--- config.mk ---
export PLATFORM = sky130hd
export DESIGN_NAME = vend_ctrl
export DESIGN_NICKNAME = d
export VERILOG_FILES = /design/src/rtl/vend_ctrl.sv
export SDC_FILE = /design/constraint.sdc
export NUM_CORES = 1
export LEC_CHECK = 0
export CAP_MARGIN = 20
export CORE_MARGIN = 2
export CORE_UTILIZATION = 57
export CTS_CLUSTER_DIAMETER = 80
export DETAILED_ROUTE_END_ITERATION = 7
export GPL_ROUTABILITY_DRIVEN = 0
export GPL_TIMING_DRIVEN = 0
export PLACE_DENSITY_LB_ADDON = 0.2
export SETUP_SLACK_MARGIN = 0.2
export SLEW_MARGIN = 30
export SYNTH_ARGS = -nofsm -noshare
export SYNTH_HDL_FRONTEND = slang
export SYNTH_SLANG_ARGS = --single-unit
--- constraint.sdc ---
create_clock -name clk -period 3.43 [get_ports clk]
set_clock_uncertainty 0.15 [all_clocks]
set_input_delay 0.8575 -clock clk [delete_from_list [all_inputs] [get_ports clk]]
set_output_delay 0.8575 -clock clk [all_outputs]
set_load 0.05 [all_outputs]
--- src/rtl/vend_ctrl.sv ---
`default_nettype none
// +--------------------------------------------------------------------------+
// | vend_ctrl : coin-credit vending FSM feeding a 7-segment digit encoder     |
// | Rev 1.0   : initial release                                               |
// +--------------------------------------------------------------------------+
module vend_ctrl #(
    parameter int PRICE_A     = 4,
    parameter int PRICE_B     = 7,
    parameter int MAX_SUM     = 10,
    parameter int HOLD_CYC    = 50,
    parameter int TIMEOUT_CYC = 500
) (
    input  logic       clk,
    input  logic       rst_n,
    input  logic       coin1,
    input  logic       coin5,
    input  logic       sel_a,
    input  logic       sel_b,
    input  logic       cancel,
    output logic [3:0] disp_val,
    output logic       disp_mode,
    output logic       vend_a,
    output logic       vend_b,
    output logic [3:0] change_out,
    output logic       coin_reject
);

    localparam int          HW        = $clog2(HOLD_CYC + 1);
    localparam int          TW        = $clog2(TIMEOUT_CYC + 1);
    localparam logic [3:0]  c_price_a = 4'(PRICE_A);
    localparam logic [3:0]  c_price_b = 4'(PRICE_B);
    localparam logic [4:0]  c_max_sum = 5'(MAX_SUM);
    localparam logic [3:0]  c_idle    = 4'hF;

    typedef enum logic [1:0] {
        S_IDLE    = 2'd0,
        S_COLLECT = 2'd1,
        S_VEND    = 2'd2,
        S_CHANGE  = 2'd3
    } state_t;

    state_t          state_q, state_d;
    logic [3:0]      sum_q, sum_d;
    logic [3:0]      chg_q, chg_d;
    logic [HW-1:0]   hold_q, hold_d;
    logic [TW-1:0]   tmo_q, tmo_d;
    logic            item_b_q, item_b_d;
    logic            rej_q, rej_d;

    logic [3:0]      disp_val_q;
    logic            disp_mode_q, vend_a_q, vend_b_q, coin_reject_q;
    logic [3:0]      change_out_q;

    logic            w_one_coin;
    logic            w_any_coin;
    logic            w_any_strobe;
    logic [4:0]      w_val;
    logic [4:0]      w_sum5;
    logic            w_fit;

    assign w_one_coin   = coin1 ^ coin5;
    assign w_any_coin   = coin1 | coin5;
    assign w_any_strobe = w_any_coin | sel_a | sel_b | cancel;
    assign w_val        = coin5 ? 5'd5 : 5'd1;
    assign w_sum5       = {1'b0, sum_q} + w_val;
    assign w_fit        = w_one_coin && (w_sum5 <= c_max_sum);

    always_comb begin
        state_d  = state_q;
        sum_d    = sum_q;
        chg_d    = chg_q;
        hold_d   = hold_q;
        tmo_d    = tmo_q;
        item_b_d = item_b_q;
        rej_d    = 1'b0;
        unique case (state_q)
            S_IDLE: begin
                if (w_fit) begin
                    sum_d   = w_sum5[3:0];
                    tmo_d   = '0;
                    state_d = S_COLLECT;
                end else begin
                    rej_d = w_any_coin;
                end
            end
            S_COLLECT: begin
                tmo_d = w_any_strobe ? '0 : tmo_q + TW'(1);
                // An inactivity timeout behaves exactly like a cancel.
                if (cancel || (!w_any_strobe && tmo_q == TW'(TIMEOUT_CYC - 1))) begin
                    chg_d   = sum_q;
                    sum_d   = '0;
                    hold_d  = '0;
                    rej_d   = w_any_coin;
                    state_d = (sum_q == 4'd0) ? S_IDLE : S_CHANGE;
                end else if (sel_a && sum_q >= c_price_a) begin
                    chg_d    = sum_q - c_price_a;
                    item_b_d = 1'b0;
                    rej_d    = w_any_coin;
                    state_d  = S_VEND;
                end else if (sel_b && sum_q >= c_price_b) begin
                    chg_d    = sum_q - c_price_b;
                    item_b_d = 1'b1;
                    rej_d    = w_any_coin;
                    state_d  = S_VEND;
                end else if (w_fit) begin
                    sum_d = w_sum5[3:0];
                end else begin
                    rej_d = w_any_coin;
                end
            end
            S_VEND: begin
                sum_d   = '0;
                hold_d  = '0;
                rej_d   = w_any_coin;
                state_d = (chg_q != 4'd0) ? S_CHANGE : S_IDLE;
            end
            S_CHANGE: begin
                rej_d = w_any_coin;
                if (hold_q == HW'(HOLD_CYC - 1)) begin
                    chg_d   = '0;
                    state_d = S_IDLE;
                end else begin
                    hold_d = hold_q + HW'(1);
                end
            end
            default: state_d = S_IDLE;
        endcase
    end

    always_ff @(posedge clk) begin
        if (!rst_n) begin
            state_q       <= S_IDLE;
            sum_q         <= '0;
            chg_q         <= '0;
            hold_q        <= '0;
            tmo_q         <= '0;
            item_b_q      <= 1'b0;
            rej_q         <= 1'b0;
            disp_val_q    <= c_idle;
            disp_mode_q   <= 1'b0;
            vend_a_q      <= 1'b0;
            vend_b_q      <= 1'b0;
            change_out_q  <= '0;
            coin_reject_q <= 1'b0;
        end else begin
            state_q       <= state_d;
            sum_q         <= sum_d;
            chg_q         <= chg_d;
            hold_q        <= hold_d;
            tmo_q         <= tmo_d;
            item_b_q      <= item_b_d;
            rej_q         <= rej_d;
            // Outputs are decoded from the registered state, one edge behind it.
            disp_val_q    <= (state_q == S_IDLE)   ? c_idle :
                             (state_q == S_CHANGE) ? chg_q  : sum_q;
            disp_mode_q   <= (state_q == S_CHANGE);
            vend_a_q      <= (state_q == S_VEND) && !item_b_q;
            vend_b_q      <= (state_q == S_VEND) &&  item_b_q;
            change_out_q  <= (state_q == S_CHANGE) ? chg_q : 4'd0;
            coin_reject_q <= rej_q;
        end
    end

    assign disp_val    = disp_val_q;
    assign disp_mode   = disp_mode_q;
    assign vend_a      = vend_a_q;
    assign vend_b      = vend_b_q;
    assign change_out  = change_out_q;
    assign coin_reject = coin_reject_q;

endmodule
`default_nettype wire

Fig. 1: run 1, met1 routing
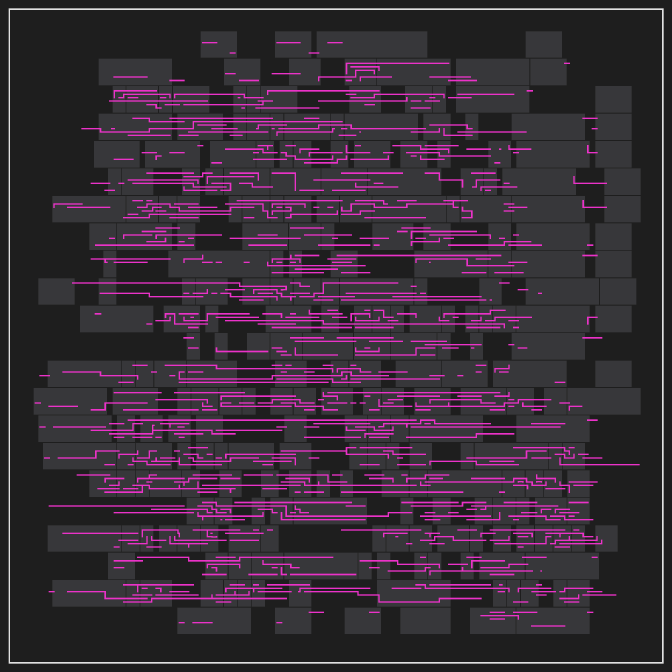
main direction	horizontal
wire length on this layer	2130 µm
longest straight run	28.5 µm
nets with wire on the layer	259

Fig. 2: run 1, met2 routing
Scale bar: 20 µm.
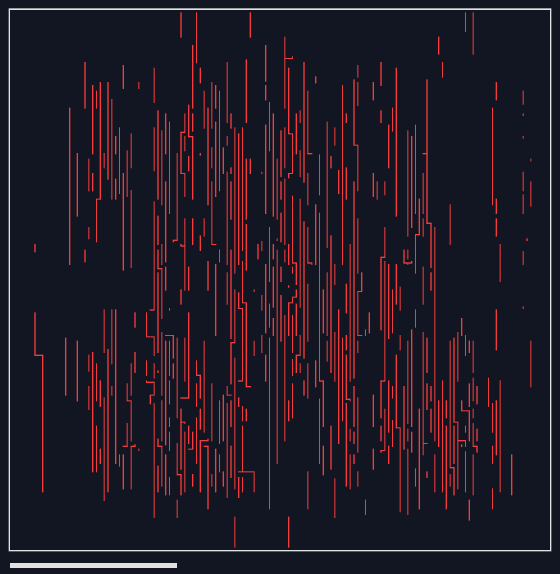
main direction	vertical
wire length on this layer	2140 µm
nets with wire on the layer	231
share of all routed wire	47%
longest straight run	25.5 µm
final WL: 4560 µm
grt met2 use: 38.7%

Fig. 3: run 1, the metal 3 layer
Scale bar: 20 µm.
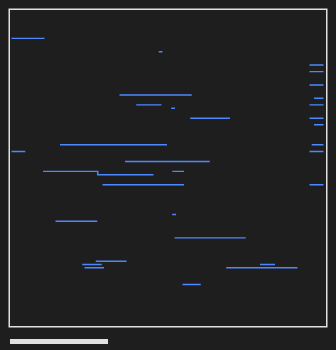
nets with wire on the layer	24
wire length on this layer	196 µm
longest straight run	21.6 µm

Fig. 4: run 1, clock nets
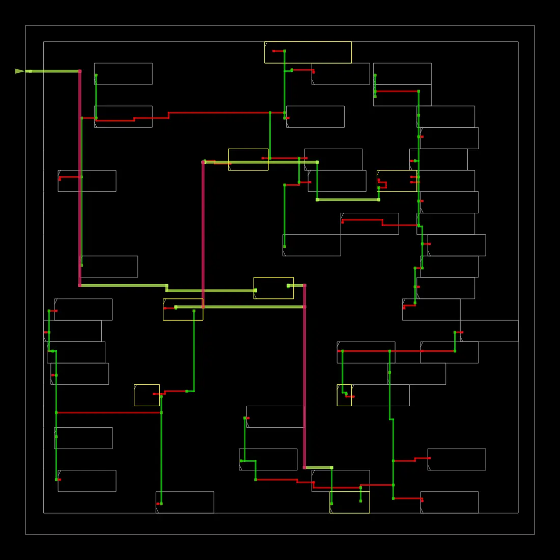
seq_cells: 39
total CTS buffers: 5
CLK BUF: 5
Latency at later pin: 0.30 ns
Clock Sinks: 39

## run 1: worst max-delay path: stages
cell and delay [ns]:
clkdlybuf4s50_1 0.43, ha_1 0.37, and4_1 0.25, a2111oi_2 0.47
nor2_1 0.18, a2111oi_0 0.53
## run 1: layer usage
| layer | vias up | wire, µm | track usage [%] |
|---|---|---|---|
| met2 | 43 | 2140 | 38.7 |
| met5 | - | 0 | 0 |
| met4 | 0 | 101 | 10.6 |
| met3 | 11 | 196 | 5.38 |
| met1 | 878 | 2130 | 31.7 |
| li1 | 939 | - | - |
==> out/results.tsv, run 1 <==
metric	value	unit
status	complete, no violations	
finalCritPeriodShare	90.3	%
num-nonclk-inverters	12	
avgSynthCellArea	8.65	µm²
worst_pin_slew	0.559	ns
powerClk	0.381	mW
dp_hpwl	3360	µm
maxCapViolCount	0	
final_util	67.9	%
vias	1871	
lay_top_count	dfxtp_1	
hold_start	rej_q	
slew_violations	0	
r2r_cells	6	
dieArea	0.00418	mm²
pre_cts_ws	0.0843	ns
pwr-share-clk	22.5	%
combGateArea	0.00123	mm²
fillCellCount	286	
clockRootBuffer	clkbuf_8	
finalSetupTns	0	ns
seq_share	31.9	%
combPwrFrac	43.5	%
numPortBuffers	18	
ys_cells	242	
edf_count	0	
synth_nets	263	
antenna_left	0	
switchingPower	0.678	mW
async_flop_share	0	%
postCtsSetupRepairBufs	0	
clk_pin_slew	0.08	ns
critPathLaunch	coin5	
rrSetupSlack	0.77	ns
final_cell_mix	dfxtp_1 (39), nand2_1 (22), nor2_1 (18), clkdlybuf4s50_1 (18), a21oi_1 (15)	
seq_power_share	34.0	%
dpl_cell_area	0.00233	mm²
critPathRequiredTime	3.42	ns
drtIter0Drc	137	
nMultiInputCombCells	182	
dp_cells	308	
critPathKind	input pin to flop	
yosysTopAreaCell	dfxtp_1	
ys_seq_share	37.3	%
syn2layout_area_growth	16.8	%
fp-row-count	22	
synth_adder_area_share	8.36	%
layout.nonclk_buf_share	8.74	%
timing.fmax	0.323	GHz
regMostFlops	tmo_q	
## Run 2: what changed since run 1
Settings changed: CAP_MARGIN 20 to unset.
Fig. 5: run 2, clock nets
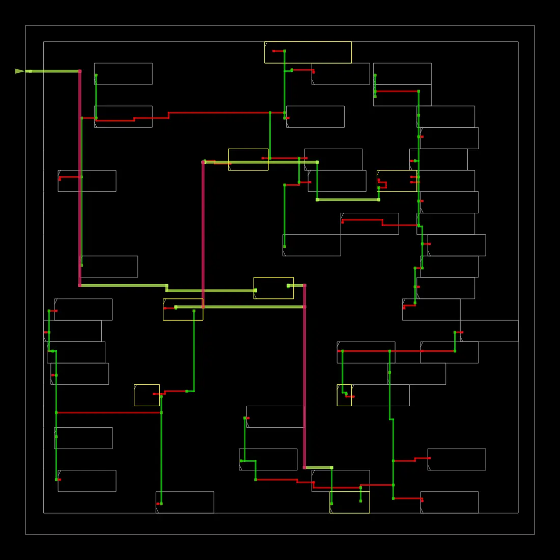
clock network power: 0.381 mW

Fig. 6: run 2, met2 routing
Scale bar: 20 µm.
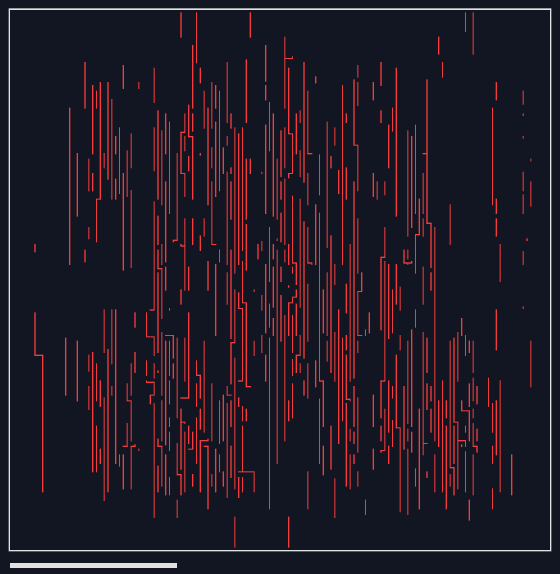
longest straight run	25.5 µm
wire length on this layer	2140 µm
main direction	vertical
nets with wire on the layer	231

==> out/results.tsv, run 2 <==
metric	value	unit	change
wl_met1	2130	µm	unchanged
maxCapViolCount	0		unchanged
lay_top_count	dfxtp_1		
met2_usage	38.7	%	unchanged
slowest_stage	a2111oi_0		
switchingPower	0.678	mW	unchanged
grt_use_met1	31.7	%	unchanged
finalSetupTns	0	ns	unchanged
hold_start	rej_q		
vias	1871		unchanged
status	complete, no violations		
ys_seq_share	37.3	%	unchanged
synth_adder_area_share	8.36	%	unchanged
max_stage_delay	0.53	ns	about the same
async_flop_share	0	%	unchanged
dpl_cell_area	0.00233	mm²	unchanged
final_util	67.9	%	unchanged
crit_family	AND-OR/OR-AND gates		
combPwrFrac	43.5	%	about the same
edf_count	0		unchanged
clockRootBuffer	clkbuf_8		
avgSynthCellArea	8.65	µm²	unchanged
slew_violations	0		unchanged
syn2layout_area_growth	16.8	%	unchanged
pwr-share-clk	22.5	%	about the same
cts_made_buffers	5		unchanged
fp-row-count	22		unchanged
clock_latency	0.30	ns	about the same
critPathLaunch	coin5		
worst-path-stages	6		unchanged
[run 2: cell counts after synthesis]
No cell type changed its count.
[run 2: final cells by class]
class	instances	area, µm²	share of cell area, %
Buffer	9	33.8	1.38
Clock buffer	5	68.8	2.81
Clock inverter	3	43.8	1.79
Inverter	12	45.0	1.84
Multi-Input combinational cell	182	1230	50.5
Sequential cell	39	781	31.9
Tap cell	48	60.1	2.45
Timing Repair Buffer	18	180	7.36
[run 2: worst register-to-register path, cell delays in order (launching register included)]
cell	delay, ns
dfxtp_1	0.53
inv_1	0.12
ha_1	0.34
nand2b_1	0.10
a2111oi_2	0.56
nor2_1	0.18
a2111oi_0	0.53
Power figures rest on the tool's default switching activity, not on a simulated workload.
